### Met3 routing

(1 px per µm)
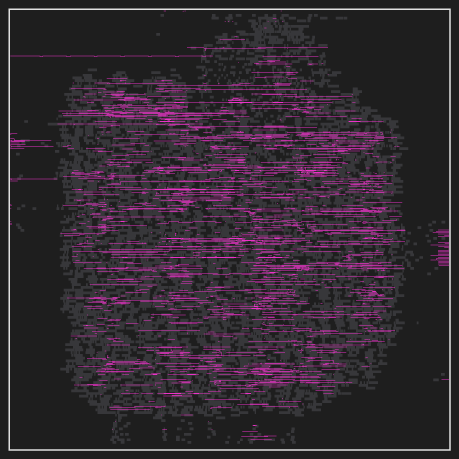
### Cell placement

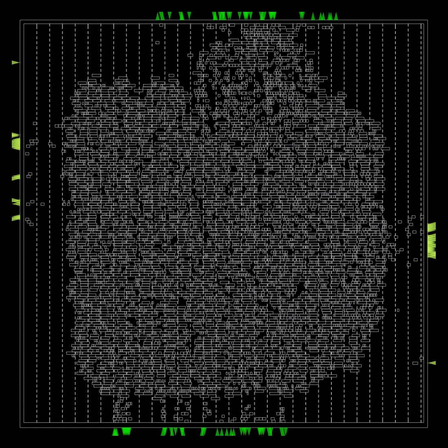
### Placement by cell class

(1 px per µm)
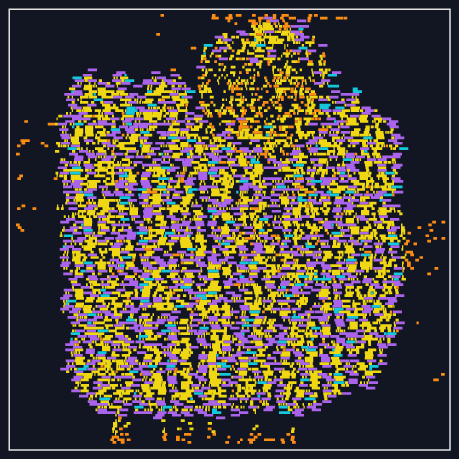
$ cat config.mk
export PLATFORM = sky130hd
export DESIGN_NAME = regfile_bypass_sb
export DESIGN_NICKNAME = d
export VERILOG_FILES = /design/src/rtl/regfile_bypass_sb.sv
export SDC_FILE = /design/constraint.sdc
export NUM_CORES = 2
export LEC_CHECK = 0
export CAP_MARGIN = 20
export CORE_MARGIN = 4
export CORE_UTILIZATION = 35
export DETAILED_ROUTE_END_ITERATION = 10
export RECOVER_POWER = 50
export SLEW_MARGIN = 30
export SYNTH_ARGS = -nofsm -noshare
export SYNTH_HDL_FRONTEND = slang
export SYNTH_SLANG_ARGS = --single-unit
$ cat constraint.sdc
create_clock -name clk -period 7.6 [get_ports clk]
set_clock_uncertainty 0.2 [all_clocks]
set_input_delay 0.76 -clock clk [delete_from_list [all_inputs] [get_ports clk]]
set_output_delay 0.76 -clock clk [all_outputs]
set_load 0.05 [all_outputs]
$ cat src/rtl/regfile_bypass_sb.sv
// Parametrised integer register file with same-cycle write-to-read bypass and a
// per-register pending scoreboard used by decode to detect RAW hazards.
module regfile_bypass_sb #(
    parameter int XLEN     = 32,
    parameter int NREG     = 32,
    parameter int NRD      = 2,
    parameter int ZERO_REG = 1
) (
    input  logic                            clk,
    input  logic                            rst_n,
    input  logic [NRD*$clog2(NREG)-1:0]     rd_addr,
    output logic [NRD*XLEN-1:0]             rd_data,
    output logic [NRD-1:0]                  rd_busy,
    input  logic                            wr_en,
    input  logic [$clog2(NREG)-1:0]         wr_addr,
    input  logic [XLEN-1:0]                 wr_data,
    input  logic                            alloc_en,
    input  logic [$clog2(NREG)-1:0]         alloc_addr,
    input  logic                            flush,
    output logic [$clog2(NREG):0]           pend_cnt
);

    localparam int AW = $clog2(NREG);
    localparam bit ZR = (ZERO_REG != 0);

    logic [XLEN-1:0] regs_q [NREG];
    logic [XLEN-1:0] regs_d [NREG];
    logic [NREG-1:0] pend_q;
    logic [NREG-1:0] pend_d;
    logic [AW:0]     pend_cnt_q;
    logic [AW:0]     pend_cnt_d;
    logic            wr_eff_s;
    logic            alloc_eff_s;

    function automatic logic [AW:0] popcount(input logic [NREG-1:0] vec);
        logic [AW:0] cnt;
        cnt = {(AW+1){1'b0}};
        for (int i = 0; i < NREG; i++) begin
            cnt = cnt + {{AW{1'b0}}, vec[i]};
        end
        return cnt;
    endfunction

    // Qualify write/alloc: a hardwired zero register never takes data or pending state.
    always_comb begin
        wr_eff_s    = wr_en && !(ZR && (wr_addr == {AW{1'b0}}));
        alloc_eff_s = alloc_en && !(ZR && (alloc_addr == {AW{1'b0}}));
    end

    // Next-state register array.
    always_comb begin
        regs_d = regs_q;
        if (wr_eff_s) begin
            regs_d[wr_addr] = wr_data;
        end else begin
            regs_d[wr_addr] = regs_q[wr_addr];
        end
    end

    // Next-state pending vector: flush beats alloc beats writeback clear.
    always_comb begin
        pend_d = pend_q;
        if (flush) begin
            pend_d = {NREG{1'b0}};
        end else begin
            if (wr_eff_s) begin
                pend_d[wr_addr] = 1'b0;
            end else begin
                pend_d[wr_addr] = pend_q[wr_addr];
            end
            if (alloc_eff_s) begin
                pend_d[alloc_addr] = 1'b1;
            end else begin
                pend_d[alloc_addr] = pend_d[alloc_addr];
            end
        end
        pend_cnt_d = popcount(pend_d);
    end

    // State registers, cleared immediately by async reset.
    always_ff @(posedge clk or negedge rst_n) begin
        if (!rst_n) begin
            for (int i = 0; i < NREG; i++) begin
                regs_q[i] <= {XLEN{1'b0}};
            end
            pend_q     <= {NREG{1'b0}};
            pend_cnt_q <= {(AW+1){1'b0}};
        end else begin
            regs_q     <= regs_d;
            pend_q     <= pend_d;
            pend_cnt_q <= pend_cnt_d;
        end
    end

    assign pend_cnt = pend_cnt_q;

    // Combinational read ports; bypass is suppressed while in reset since no write lands.
    always_comb begin
        rd_data = {(NRD*XLEN){1'b0}};
        rd_busy = {NRD{1'b0}};
        for (int i = 0; i < NRD; i++) begin
            if (ZR && (rd_addr[i*AW +: AW] == {AW{1'b0}})) begin
                rd_data[i*XLEN +: XLEN] = {XLEN{1'b0}};
                rd_busy[i]              = 1'b0;
            end else if (rst_n && wr_en && (wr_addr == rd_addr[i*AW +: AW])) begin
                rd_data[i*XLEN +: XLEN] = wr_data;
                rd_busy[i]              = 1'b0;
            end else begin
                rd_data[i*XLEN +: XLEN] = regs_q[rd_addr[i*AW +: AW]];
                rd_busy[i]              = pend_q[rd_addr[i*AW +: AW]];
            end
        end
    end

endmodule

==> results.py <==
# Flow results
metrics = {
    "finish": {
        "comb_area_um2": 35800,
        "signal_buffers": 419,
        "signal_buffer_area_fraction_pct": 5.07,
        "fin_area_um2": 73600,
        "nClkBuffers": 154,
        "seq_share_pct": 36.1,
        "seqCellArea_um2": 26600,
        "comb_share_pct": 48.7,
        "fin_nets": 5743,
        "n_all_inverters": 35,
    },
    "synth": {
        "yosys-mux-area-fraction_pct": 30.4,
        "syn_area_per_cell_um2": 11.2,
        "flop_cell": "dfrtp_1",
        "netlist_area_um2": 65100,
        "ys_top_cells_by_area": "dfrtp_1 41%, mux4_2 27%, o21ai_0 6.8%",
        "ys_types": 75,
    },
    "status": {
        "violations": "max-capacitance violations, max-slew violations",
        "status": "finished with violations",
    },
    "sta": {
        "finalSetupViolCount": 0,
        "fmaxAchievable_mhz": 137,
        "drv_slew": 632,
        "hold_violations": 0,
    },
    "placement": {
        "portBuffers": 128,
        "post-dp-hpwl_um": 147000,
    },
    "floorplanning": {
        "die.size.y_um": 439,
        "fp_util_pct": 35.1,
    },
    "critical_path": {
        "crit_family": "adder cells",
        "path_max_fanout": 16,
        "cp.arrival_ns": 7.69,
        "cp-start-kind": "input pin",
        "required_ns": 8.01,
    },
    "clock_tree": {
        "cts_buffer_depth": 3,
        "cts_num_sinks": 1062,
        "clk_latency_ns": 0.78,
        "cts_setup_buffers": 0,
    },
    "grt": {
        "grt_max_degree": 174,
    },
    "hold_path": {
        "hold_path_class": "flip-flop to flip-flop",
    },
    "detailed_routing": {
        "drtIter0Drc": 5931,
        "ant_nets": 0,
    },
    "run": {
        "max_cap_viol_count": 9,
    },
}
-- 'Met3 routing' (at the start) --
- longest straight run: 168 µm
- share of all routed wire: 9.4%
- nets with wire on the layer: 609
- main direction: horizontal
DRT Wirelength: 250000 µm
via count: 52000
met3 Usage GRT: 5.69%

-- 'Cell placement' (at the start) --
row count: 158
n_taps: 2480
total core area: 185000 µm²

-- 'Placement by cell class' (at the start) --
- cyan: clock drivers and dummy loads (cells 213; share of their area 6.0%)
- orange: remaining buffers and delay cells (cells 419; share of their area 5.3%)
- purple: sequential cells (cells 1062; share of their area 38%)
- yellow: combinational and other logic (cells 4058; share of their area 51%)

layer usage:
layer  vias to the layer above  part of all wire [%]
met2                      2951                    45
met3                       798                   9.4
met4                        10                   6.8
met1                     26600                    38
li1                      21600                     -
met5                         -                 0.029
path summary, 6_finish.rpt:
kind                                                from                       end  depth (start not counted)  slack, ns
worst max-delay path                          wr_addr[2]     pend_cnt[4]$_DFF_PN0_                         23       0.32
worst min-delay path            regs_q[1007]$_DFFE_PN0N_  regs_q[1007]$_DFFE_PN0N_                          0       0.22
worst max register to register      pend_q[21]$_DFF_PN0_     pend_cnt[4]$_DFF_PN0_                         22       0.45
worst min register to register  regs_q[1007]$_DFFE_PN0N_  regs_q[1007]$_DFFE_PN0N_                          0       0.22
max in group asynchronous                          rst_n      pend_q[26]$_DFF_PN0_                          5       1.20
min in group asynchronous                          rst_n   regs_q[835]$_DFFE_PN0N_                          2       0.35
flip-flops by register name (all words and copies together) (netlist names):
signal,cells
regs_q,1024
pend_q,32
pend_cnt,6
metrics by stage:
stage          util, %  hold WS, ns  cells  setup slack, ns
2_1_floorplan        -        0.258   5811            0.674
3_3_place_gp      37.4        0.195   8012           -0.314
3_5_place_dp      37.4        0.201   8015           -0.238
4_1_cts           39.7        0.218   8229            0.513
5_1_grt           39.7        0.229   8233           0.0429
6_report          39.7        0.218   8234            0.319
kinds of logic (layout without fill, tap and decap cells):
kind of cell | after synthesis | after routing
AOI/OAI and AO/OA | 1600 | 1600
xor gates and xnor gates | 14 | 14
adders and majority gates | 31 | 31
buffers and inverters | 726 | 667
DFF | 1062 | 1062
muxes | 1014 | 1014
other | 0 | 2
and+or+nand+nor | 1364 | 1364
power breakdown:
part / internal, mW / switching [mW]
clock network: 3.71 / 2.56
logic: 2.70 / 2.73
registers: 6.94 / 1.28
No activity file was given, so power comes from the tool's default toggle rates.
